run_1/clocks.png
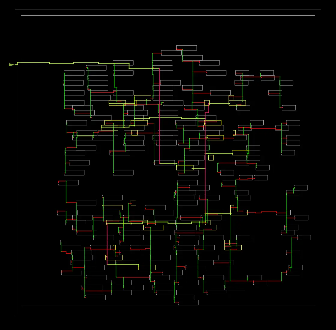
run_1/layer_met4.png
Supply wires on this layer in gray.
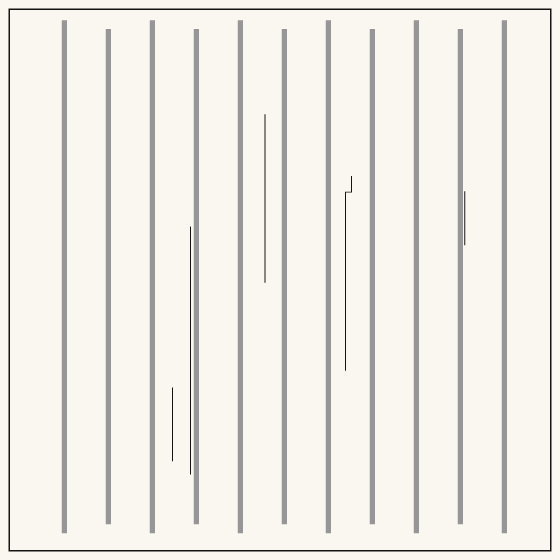
run_1/layer_met3.png
Scale bar: 50 microns.
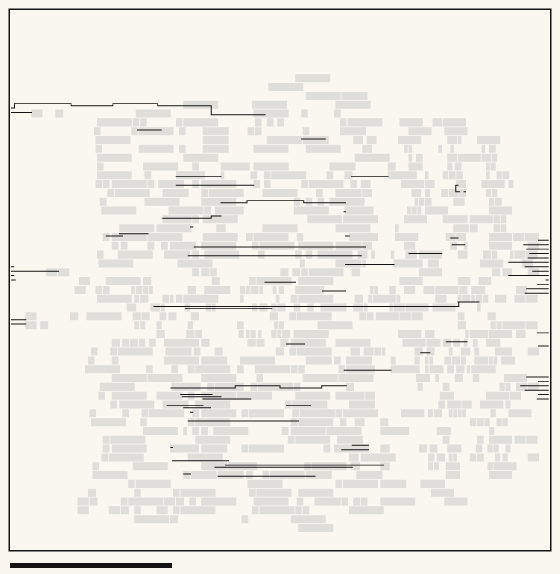
run_1/layer_met1.png
Scale bar: 50 microns. Supply wires on this layer in gray.
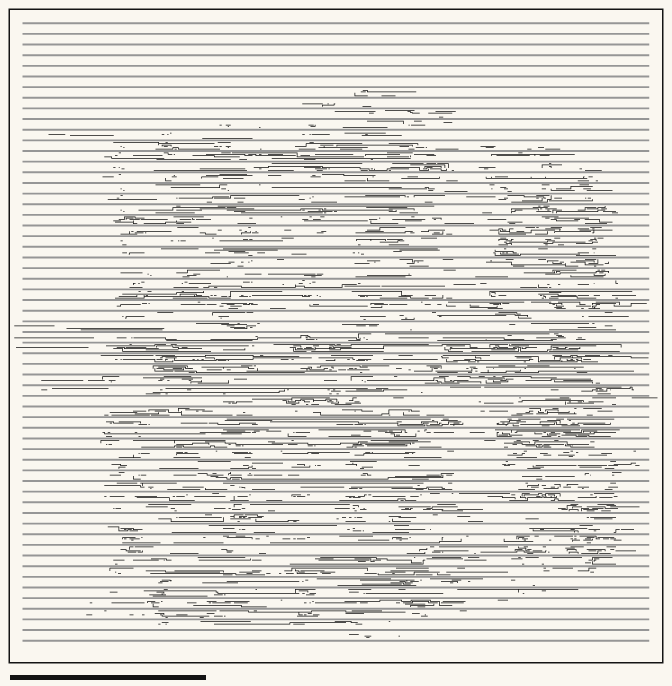
Design matrix_scan_controller, sky130hd; sources not shown.
==> flow_metrics.tcl, run 1 <==
# collected from the flow reports
set metrics [dict create \
    status "completed" \
    antenna_found_initial 0 \
    fp_util 0.306 \
    yosys_area_sq_um 7740 \
    yosysWarnings 0 \
    ff2ff_path_depth 6 \
    p_per_area_nw_per_um2 614 \
    path_delay_family "buffers and inverters" \
    min_period_over_period 0.830 \
    crit_chain "clkdlybuf4s50_1" \
    cp-start-kind "flip-flop" \
    hp-class "reg2reg" \
    antenna_cells 0 \
    ys_cells 585 \
    ir_drop_mv 0.408 \
    rrSetupSlack_ps 600 \
    seqPwrFrac 0.522 \
    common_cells "132 x and2_1, 128 x edfxtp_1, 40 x dfxtp_1, 37 x nor2_1, 32 x mux4_2" \
    port_buffers 33 \
    topCellsByArea "edfxtp_1 50%, and2_1 11%, dfxtp_1 10%" \
    cts_buffers 17 \
    worstMarginPinSlew_ps 666 \
    fillers 2430 \
    synthTopLogicFamily "simple AND/OR/NAND/NOR gates" \
    worst-path-max-fanout 2 \
    synthXorXnorAreaFrac 0.00679 \
    largest_reg_flops 128 \
    clk_pin_slew_ps 60 \
    clockBufferDepth 2 \
    die_area_sq_um 27800 \
    regArea_sq_um 4650 \
    grtUsageTotal 0.133 \
    synthFlopType "edfxtp_1" \
    min_period_ps 2200 \
    rsz0062_at_grt "true" \
]
-- clocks.png (at the start) --
P_clk: 2.46 mW
clock sink total: 168
Latency at later pin: 420 ps
seq_cells: 168

-- layer_met4.png (at the start) --
The layer holds 1.3% of the routed length. 4 nets have wire on it. The longest straight run is 76.2 microns.
Detailed Route WL: 17900 microns
vias: 4824

-- layer_met3.png (at the start) --
55 nets have wire on it. The layer holds 5.6% of the routed length. The longest straight run is 94.1 microns. The wires run mostly horizontal.
met3 Track Usage GR: 0.0420

-- layer_met1.png (at the start) --
The wires run mostly horizontal. The longest straight run is 55.2 microns.
GRT met1 Usage: 0.173

[run 1: area by class of cell]
class,instances,area share
clock buffer,18,0.0461
clock inverter,13,0.0168
inverter,11,0.00444
multi-input combinational,375,0.316
sequential,168,0.499
tap,330,0.0444
timing repair buffer,77,0.0725
[run 1: worst reg2reg max path: cells and delay by family, from the launching register on]
kind | cells | cell delay (ps)
compound gates | 1 | 200
simple gates | 3 | 1020
fa+ha+maj | 1 | 230
buf+inv | 1 | 90
flops | 1 | 390
[run 1: routing by layer]
metal / GRT usage / up-vias / wire [microns]
met5: 0 / - / 0
met4: 0.0348 / 0 / 228
met3: 0.0420 / 17 / 998
met2: 0.215 / 113 / 8670
met1: 0.173 / 2388 / 8000
li1: - / 2306 / -
[run 1: metrics by stage]
stage / util / setup slack, ps / std cells / TNS [ps] / cell area (sq um)
floorplan: - / 302 / 585 / 0 / 7740
global placement: 0.344 / 3.42 / 960 / 0 / 8690
detailed placement: 0.344 / -22.0 / 960 / -174 / 8690
CTS: 0.368 / 431 / 992 / 0 / 9290
global route: 0.368 / 399 / 992 / 0 / 9300
finish: 0.368 / 451 / 992 / 0 / 9300
[run 1: power groups by stage]
| stage | Clock, mW | Combinational (mW) | Sequential [mW] |
|---|---|---|---|
| 2_1_floorplan | 0 | 0.138 | 3.02 |
| 3_3_place_gp | 0 | 0.270 | 3.04 |
| 3_5_place_dp | 0 | 0.275 | 3.04 |
| 4_1_cts | 2.52 | 0.277 | 2.98 |
| 5_1_grt | 2.65 | 0.298 | 2.99 |
| 6_report | 2.46 | 0.273 | 2.98 |
[run 1: cells by family after synthesis]
logic type / Yosys count
compound gates: 81
xor+xnor: 6
fa+ha+maj: 14
buf+inv: 42
flops: 168
mux: 33
simple gates: 241
run_1/layer_met2.png
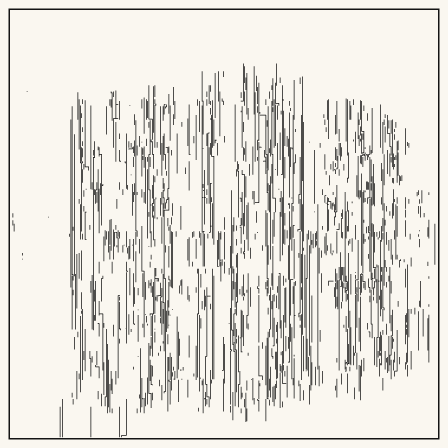

==> run 2: changes to the inputs <==
--- a/config.mk
+++ b/config.mk
@@ -8,7 +8,7 @@
 export CORE_MARGIN = 3
 export CORE_UTILIZATION = 30
 export DETAILED_ROUTE_END_ITERATION = 8
-export PLACE_DENSITY = 0.49
+export PLACE_DENSITY = 0.51
 export SETUP_SLACK_MARGIN = 0.5
 export SLEW_MARGIN = 10
 export SYNTH_ARGS = -nofsm -noshare
==> constraint.sdc (replaced) <==
create_clock -name clk -period 1.8 [get_ports clk]
set_input_delay 0.54 -clock clk [delete_from_list [all_inputs] [get_ports clk]]
set_output_delay 0.54 -clock clk [all_outputs]
set_load 0.02 [all_outputs]
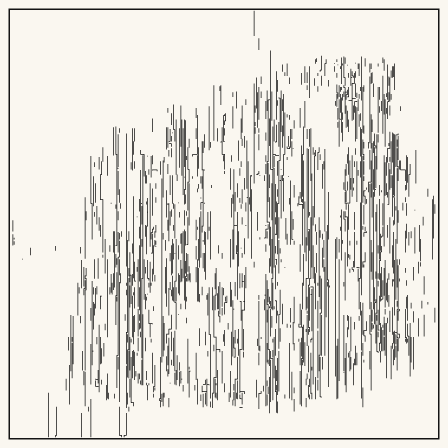
run_2/layer_met2.png
The layer holds 49% of the routed length. The layer carries 9340 microns of wire. 642 nets have wire on it.
vias: 5102
met2 Use GR: 0.229

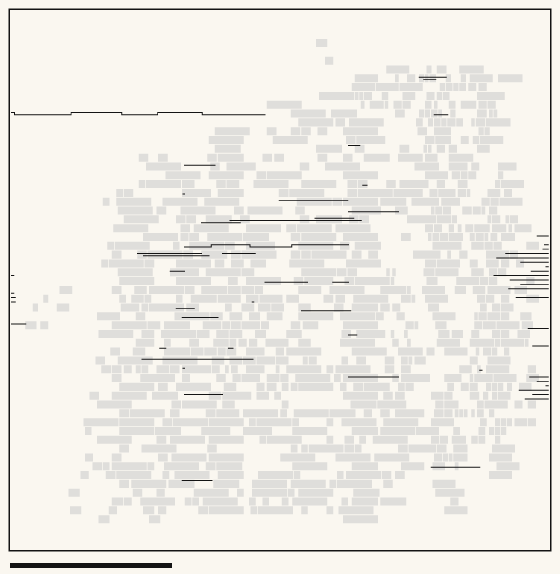
run_2/layer_met3.png
Scale bar: 50 microns.
The longest straight run is 40.5 microns. The layer holds 3.3% of the routed length.
Detailed Route WL: 19100 microns
met3 Track Usage GR: 0.0282

==> flow_metrics.tcl, run 2 <==
# collected from the flow reports
set metrics [dict create \
    min_period_over_period 1.06 \
    final_core_util 0.422 \
    clk_pin_slew_ps 70 \
    port_buffers 33 \
    antenna_cells 0 \
    regArea_sq_um 4660 \
    ir_drop_mv 0.693 \
    hp-class "reg2reg" \
    clockBufferDepth 2 \
    crit_chain "nor4b_4 -> buf_4 -> nand4_1 -> buf_6 -> buf_6 -> buf_4 -> or3_4 -> a21oi_2" \
    cts_buffers 17 \
    cp-start-kind "flip-flop" \
    worstMarginPinSlew_ps 375 \
    die_area_sq_um 27800 \
    finalSetupViolCount 20 \
    dpl_worst_slack_ps -620 \
    ys_cells 585 \
    place_area_sq_um 9270 \
    min_period_ps 1910 \
    dp_cells 1019 \
    path_delay_family "simple AND/OR/NAND/NOR gates" \
    worst-path-max-fanout 3 \
    rrSetupSlack_ps -110 \
    fillers 2319 \
    final_area_sq_um 10700 \
    fin_ws_ps -106 \
    antenna_found_initial 0 \
    topCellsByArea "edfxtp_1 50%, and2_1 11%, dfxtp_1 10%" \
    p_per_area_nw_per_um2 802 \
    violations "negative setup slack" \
    status "finished, violations left" \
    grtUsageTotal 0.140 \
]
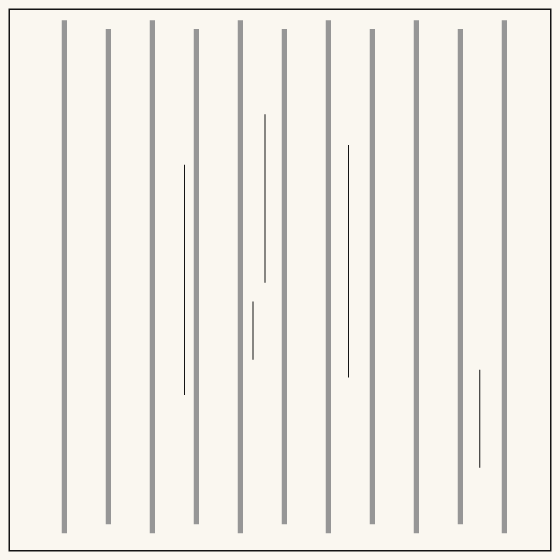
run_2/layer_met4.png
Supply wires on this layer in gray.
The longest straight run is 71.4 microns. The layer holds 1.3% of the routed length. The wires run mostly vertical. The layer carries 241 microns of wire.

run 2: cell count changes in the layout (fill, tap and decap cells not counted), moves of 10 or more:
cell / delta
and2_1: -80
and2_4: +80
buf_4: +47
buf_6: +38
clkdlybuf4s50_1: -20
nor2_1: -10
nor2_4: +11
o21ai_0: -10
run 2: layout make-up:
type	count	share of cell area
clock buffer	17	0.0399
clock inverter	15	0.0150
inverter	11	0.00411
multi-input combinational	375	0.331
sequential	168	0.438
tap	330	0.0388
timing repair buffer	150	0.133
run 2: repair_timing:
action,4_1_cts,5_1_grt
setup buffers,11,4
endpoints found under the setup margin,314,313
endpoints found under the hold margin,0,0
gates resized,221,99
pin swaps,46,66
run 2: kinds of logic (layout without fill, tap and decap cells):
kind of cell,after synthesis,after routing,share of synthesized area
multiplexers,33,33,0.0945
flip-flops,168,168,0.600
AND/OR/NAND/NOR,241,241,0.184
AND-OR/OR-AND,81,81,0.0710
buffers and inverters,42,193,0.0212
adder cells (fa/ha/maj),14,14,0.0226
XOR/XNOR,6,6,0.00679
run 2: routing by layer:
layer	share of wire	wire length [microns]	track usage	vias up
met5	0	0	0	-
met2	0.49	9340	0.229	82
met1	0.47	8900	0.189	2543
li1	-	-	-	2459
met3	0.033	621	0.0282	18
met4	0.013	241	0.0405	0
run 2: where the power goes:
group | leakage (nW) | internal (mW) | switching [mW] | total, mW
logic | 1.96 | 0.246 | 0.281 | 0.527
registers | 1.55 | 4.33 | 0.0582 | 4.38
clock network | 0.283 | 1.97 | 1.66 | 3.63
run 2: worst reg2reg max path, cell delays in order, from the launching register on:
cell and delay, ps:
dfxtp_2 340, nor4b_4 280, buf_4 150, nand4_1 160, buf_6 180, buf_6 110
buf_4 140, or3_4 360, a21oi_2 120
Power is estimated from default activity; no workload was simulated.
